$ cat config.mk
export PLATFORM = sky130hd
export DESIGN_NAME = peb_bus_mux
export DESIGN_NICKNAME = d
export VERILOG_FILES = /design/src/rtl/peb_bus_mux.sv
export SDC_FILE = /design/constraint.sdc
export NUM_CORES = 1
export LEC_CHECK = 0
export CORE_MARGIN = 2
export CORE_UTILIZATION = 43
export DETAILED_ROUTE_END_ITERATION = 10
export PLACE_DENSITY = 0.89
export SYNTH_ARGS = -nofsm -noshare
export SYNTH_HDL_FRONTEND = slang
export SYNTH_SLANG_ARGS = --single-unit
$ cat constraint.sdc
create_clock -name clk -period 2.5 [get_ports clk]
set_input_delay 0.5 -clock clk [delete_from_list [all_inputs] [get_ports clk]]
set_output_delay 0.5 -clock clk [all_outputs]
set_load 0.02 [all_outputs]
$ cat src/rtl/peb_bus_mux.sv
// Upstream stage of the peripheral expansion box. It splits 16-bit CPU accesses in the
// external window into two 8-bit bus cycles (odd byte, then even byte) and reassembles read data.
module peb_bus_mux #(
   parameter int unsigned WAIT_TICKS = 2
) (
   input  logic        clk,
   input  logic        reset,
   input  logic        cpu_clk_en,
   input  logic [0:14] cpu_a,
   input  logic [0:15] cpu_d,
   output logic [0:15] cpu_q,
   input  logic        cpu_memen,
   input  logic        cpu_we,
   input  logic        ext_select,
   output logic        cpu_ready,
   output logic [0:15] a,
   output logic [0:7]  d,
   input  logic [0:7]  q,
   output logic        memen,
   output logic        dbin,
   output logic        we,
   input  logic        ready
);

   typedef enum logic [1:0] {IDLE = 2'd0, ODD = 2'd1, EVEN = 2'd2, DONE = 2'd3} state_t;

   localparam logic [3:0] WAIT_LD = 4'(WAIT_TICKS);

   state_t      state_q, state_d;
   logic [3:0]  cnt_q, cnt_d;
   logic        wr_q, wr_d;
   logic [0:15] a_q, a_d;
   logic [0:7]  d_q, d_d;
   logic [0:15] cpu_q_q, cpu_q_d;
   logic        memen_q, memen_d;
   logic        dbin_q, dbin_d;
   logic        we_q, we_d;
   logic        phase_done_s;

   // A phase ends once the minimum tick count has elapsed and every card reports ready.
   assign phase_done_s = (cnt_q <= 4'd1) && ready;

   // Next-state and next-output computation; nothing moves without a CPU clock-enable tick.
   always_comb begin
      state_d = state_q;
      cnt_d   = cnt_q;
      wr_d    = wr_q;
      a_d     = a_q;
      d_d     = d_q;
      cpu_q_d = cpu_q_q;
      memen_d = memen_q;
      dbin_d  = dbin_q;
      we_d    = we_q;
      if (cpu_clk_en) begin
         case (state_q)
            IDLE: begin
               if (cpu_memen && ext_select) begin
                  state_d = ODD;
                  wr_d    = cpu_we;
                  a_d     = {cpu_a, 1'b1};
                  d_d     = cpu_d[8:15];
                  memen_d = 1'b1;
                  dbin_d  = !cpu_we;
                  we_d    = cpu_we;
                  cnt_d   = WAIT_LD;
               end else begin
                  state_d = IDLE;
               end
            end
            ODD, EVEN: begin
               // An abort wins over a completing phase: the partial byte is discarded.
               if (!cpu_memen) begin
                  state_d = IDLE;
                  memen_d = 1'b0;
                  dbin_d  = 1'b0;
                  we_d    = 1'b0;
               end else if (phase_done_s) begin
                  if (state_q == ODD) begin
                     if (!wr_q) begin
                        cpu_q_d[8:15] = q;
                     end else begin
                        cpu_q_d = cpu_q_q;
                     end
                     state_d = EVEN;
                     a_d     = {cpu_a, 1'b0};
                     d_d     = cpu_d[0:7];
                     cnt_d   = WAIT_LD;
                  end else begin
                     if (!wr_q) begin
                        cpu_q_d[0:7] = q;
                     end else begin
                        cpu_q_d = cpu_q_q;
                     end
                     state_d = DONE;
                     memen_d = 1'b0;
                     dbin_d  = 1'b0;
                     we_d    = 1'b0;
                  end
               end else if (cnt_q != 4'd0) begin
                  cnt_d = cnt_q - 4'd1;
               end else begin
                  cnt_d = cnt_q;
               end
            end
            DONE: begin
               if (!cpu_memen) begin
                  state_d = IDLE;
               end else begin
                  state_d = DONE;
               end
            end
            default: begin
               state_d = IDLE;
               memen_d = 1'b0;
               dbin_d  = 1'b0;
               we_d    = 1'b0;
            end
         endcase
      end else begin
         state_d = state_q;
      end
   end

   // State and registered bus/CPU outputs.
   always_ff @(posedge clk or posedge reset) begin
      if (reset) begin
         state_q <= IDLE;
         cnt_q   <= 4'd0;
         wr_q    <= 1'b0;
         a_q     <= 16'h0000;
         d_q     <= 8'h00;
         cpu_q_q <= 16'h0000;
         memen_q <= 1'b0;
         dbin_q  <= 1'b0;
         we_q    <= 1'b0;
      end else begin
         state_q <= state_d;
         cnt_q   <= cnt_d;
         wr_q    <= wr_d;
         a_q     <= a_d;
         d_q     <= d_d;
         cpu_q_q <= cpu_q_d;
         memen_q <= memen_d;
         dbin_q  <= dbin_d;
         we_q    <= we_d;
      end
   end

   assign cpu_ready = ((state_q == IDLE) && !(cpu_memen && ext_select)) || (state_q == DONE);
   assign a     = a_q;
   assign d     = d_q;
   assign cpu_q = cpu_q_q;
   assign memen = memen_q;
   assign dbin  = dbin_q;
   assign we    = we_q;

endmodule

==> results.cfg <==
; synthesis and place-and-route metrics
[run_status]
status = completed

[logic_synthesis]
syn_area_um2 = 2300
synth_warnings = 0
ys_async_sr_fraction_pct = 100
synthCells = 179
avgSynthCellArea_um2 = 12.8
synth_top_area_share_pct = 54.4
yosys.area_share.xor_xnor_pct = 0
top_cells_by_count = dfrtp_1, mux2_2, o21ai_0
area_leaders = dfrtp_1, mux2_2, o21ai_0, ha_1, mux2i_1
ys_types = 40
edf_count = 0

[power_and_ir_drop]
leakage_nw = 1.49
p_per_area_nw_per_um2 = 1100

[global_route]
grt_pass1_vias = 1835
grt_use_total_pct = 18.0

[clock_network]
clock_sinks = 50
clkLatencyLatePin_ns = 0.29
cts.reportedPaths.clkPinSlew_ns = 0.08
cts_tree = built
post-cts-setup-buffers = 0

[setup_path]
r2r_slack_ns = 0.26
crit_cells = 5
cp.buffers_inverters = 2
critPathKind = flop to output port
crit_arrival_ns = 1.80
endpoint = cpu_ready
cpMaxStageDelayCell = dfrtp_1
critPathLaunchType = flop
worstReg2RegStart = state_q[0]
reg2reg_to = a[3]
worstSetupEndpointType = output port

[timing]
setup_viol = 0
tightest_slew_ns = 0.610
grt_setup_unrepaired = false
period_needed_ns = 2.30
finClkSkew_ns = 0.0109
relSlewSlack_pct = 59.3

[floorplanning]
die_w_um = 77.1
dieHeight_um = 77.1
chipArea_um2 = 5950
fp_util_pct = 44.7
rows = 26
fp.coreArea_um2 = 5140

[finish]
clock_cell_area_share_pct = 2.80
nClkBuffers = 6
multi_input_comb_cells = 115
sh_comb_area_pct = 29.0
nets = 330
drive_gt1_share_pct = 20.6
sh_seq_area_pct = 36.9
inverters = 7
flop_area_um2 = 1250

[routing]
drc_errors = 0
drtPass1Iterations = 4

[placement]
place_ws_ns = 0.108
dp_hpwl_mm = 4.04
-- layout by cell type, fill, tap and decap left out, types with 2 or more instances in the layout --
master / count
and3_1: 3
buf_4: 8
clkbuf_8: 6
clkdlybuf4s50_1: 88
dfrtp_1: 50
ha_1: 8
inv_1: 6
mux2_1: 2
mux2_2: 31
mux2_4: 2
mux2i_1: 10
nand2_1: 2
nand2b_1: 2
nor2_1: 6
nor2b_1: 3
nor3_1: 2
o21ai_0: 21
-- repair_timing --
item,4_1_cts,5_1_grt
resized,1,0
endpoints found under the setup margin,1,0
hold buffers,0,0
-- per-stage QoR --
stage	hold slack [ns]	cell area [µm²]	instances	total power, mW	utilization (%)
2_1_floorplan	0.480	2300	179	2.42	-
3_3_place_gp	0.467	3300	339	3.22	64.2
3_5_place_dp	0.495	3300	339	3.29	64.2
4_1_cts	0.514	3390	347	3.76	66.0
5_1_grt	0.523	3390	347	3.96	66.0
6_report	0.510	3390	347	3.72	66.0
-- per-layer routing --
layer | wire [µm] | share of wire (%) | track usage [%]
met1 | 2050 | 40 | 22.5
met2 | 2690 | 52 | 31.7
met3 | 330 | 6.4 | 4.47
met4 | 57 | 1.1 | 3.75
met5 | 0 | 0 | 0
-- worst min-delay path by stage --
stage                        start       end  slack, ns  cells after the start
after CTS                     a[2]      a[2]       0.51                      1
after global routing          a[4]      a[4]       0.52                      1
after detailed placement  cpu_q[0]  cpu_q[0]       0.49                      1
after global placement        a[5]      a[5]       0.47                      1
final                         a[2]      a[2]       0.51                      1
after floorplan               wr_q      wr_q       0.48                      1
-- where the power goes --
part           internal, mW  switching (mW)  leakage, nW
clock network         0.223           0.254       0.0472
logic                 0.987           0.923        0.806
registers              1.14           0.196        0.632
total                  2.35            1.37         1.49
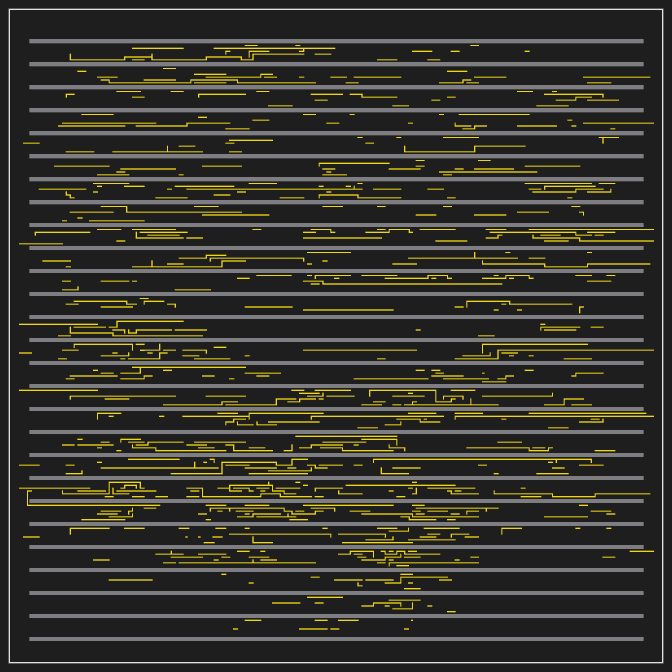
(images/m1.png)
Supply wires on this layer in gray.
nets with wire on the layer: 276
main direction: horizontal
longest straight run: 25.8 µm
wire length on this layer: 2050 µm
share of all routed wire: 40%
M1 GR Usage: 22.5%
routed via count: 1754
Routed WL: 5.13 mm

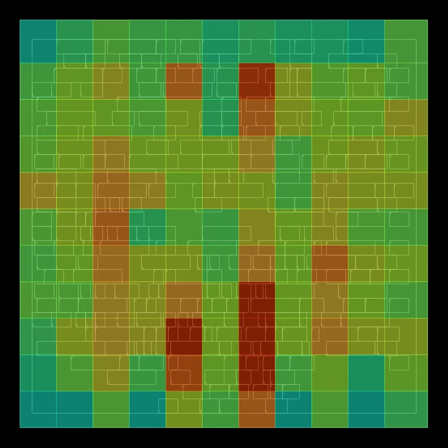
(images/congestion_map.png)
global routing usage on met3: 4.47%
Routed wire per std cell: 14.8 µm
Layout Utilization: 66.0%

Power is estimated from default activity; no workload was simulated.
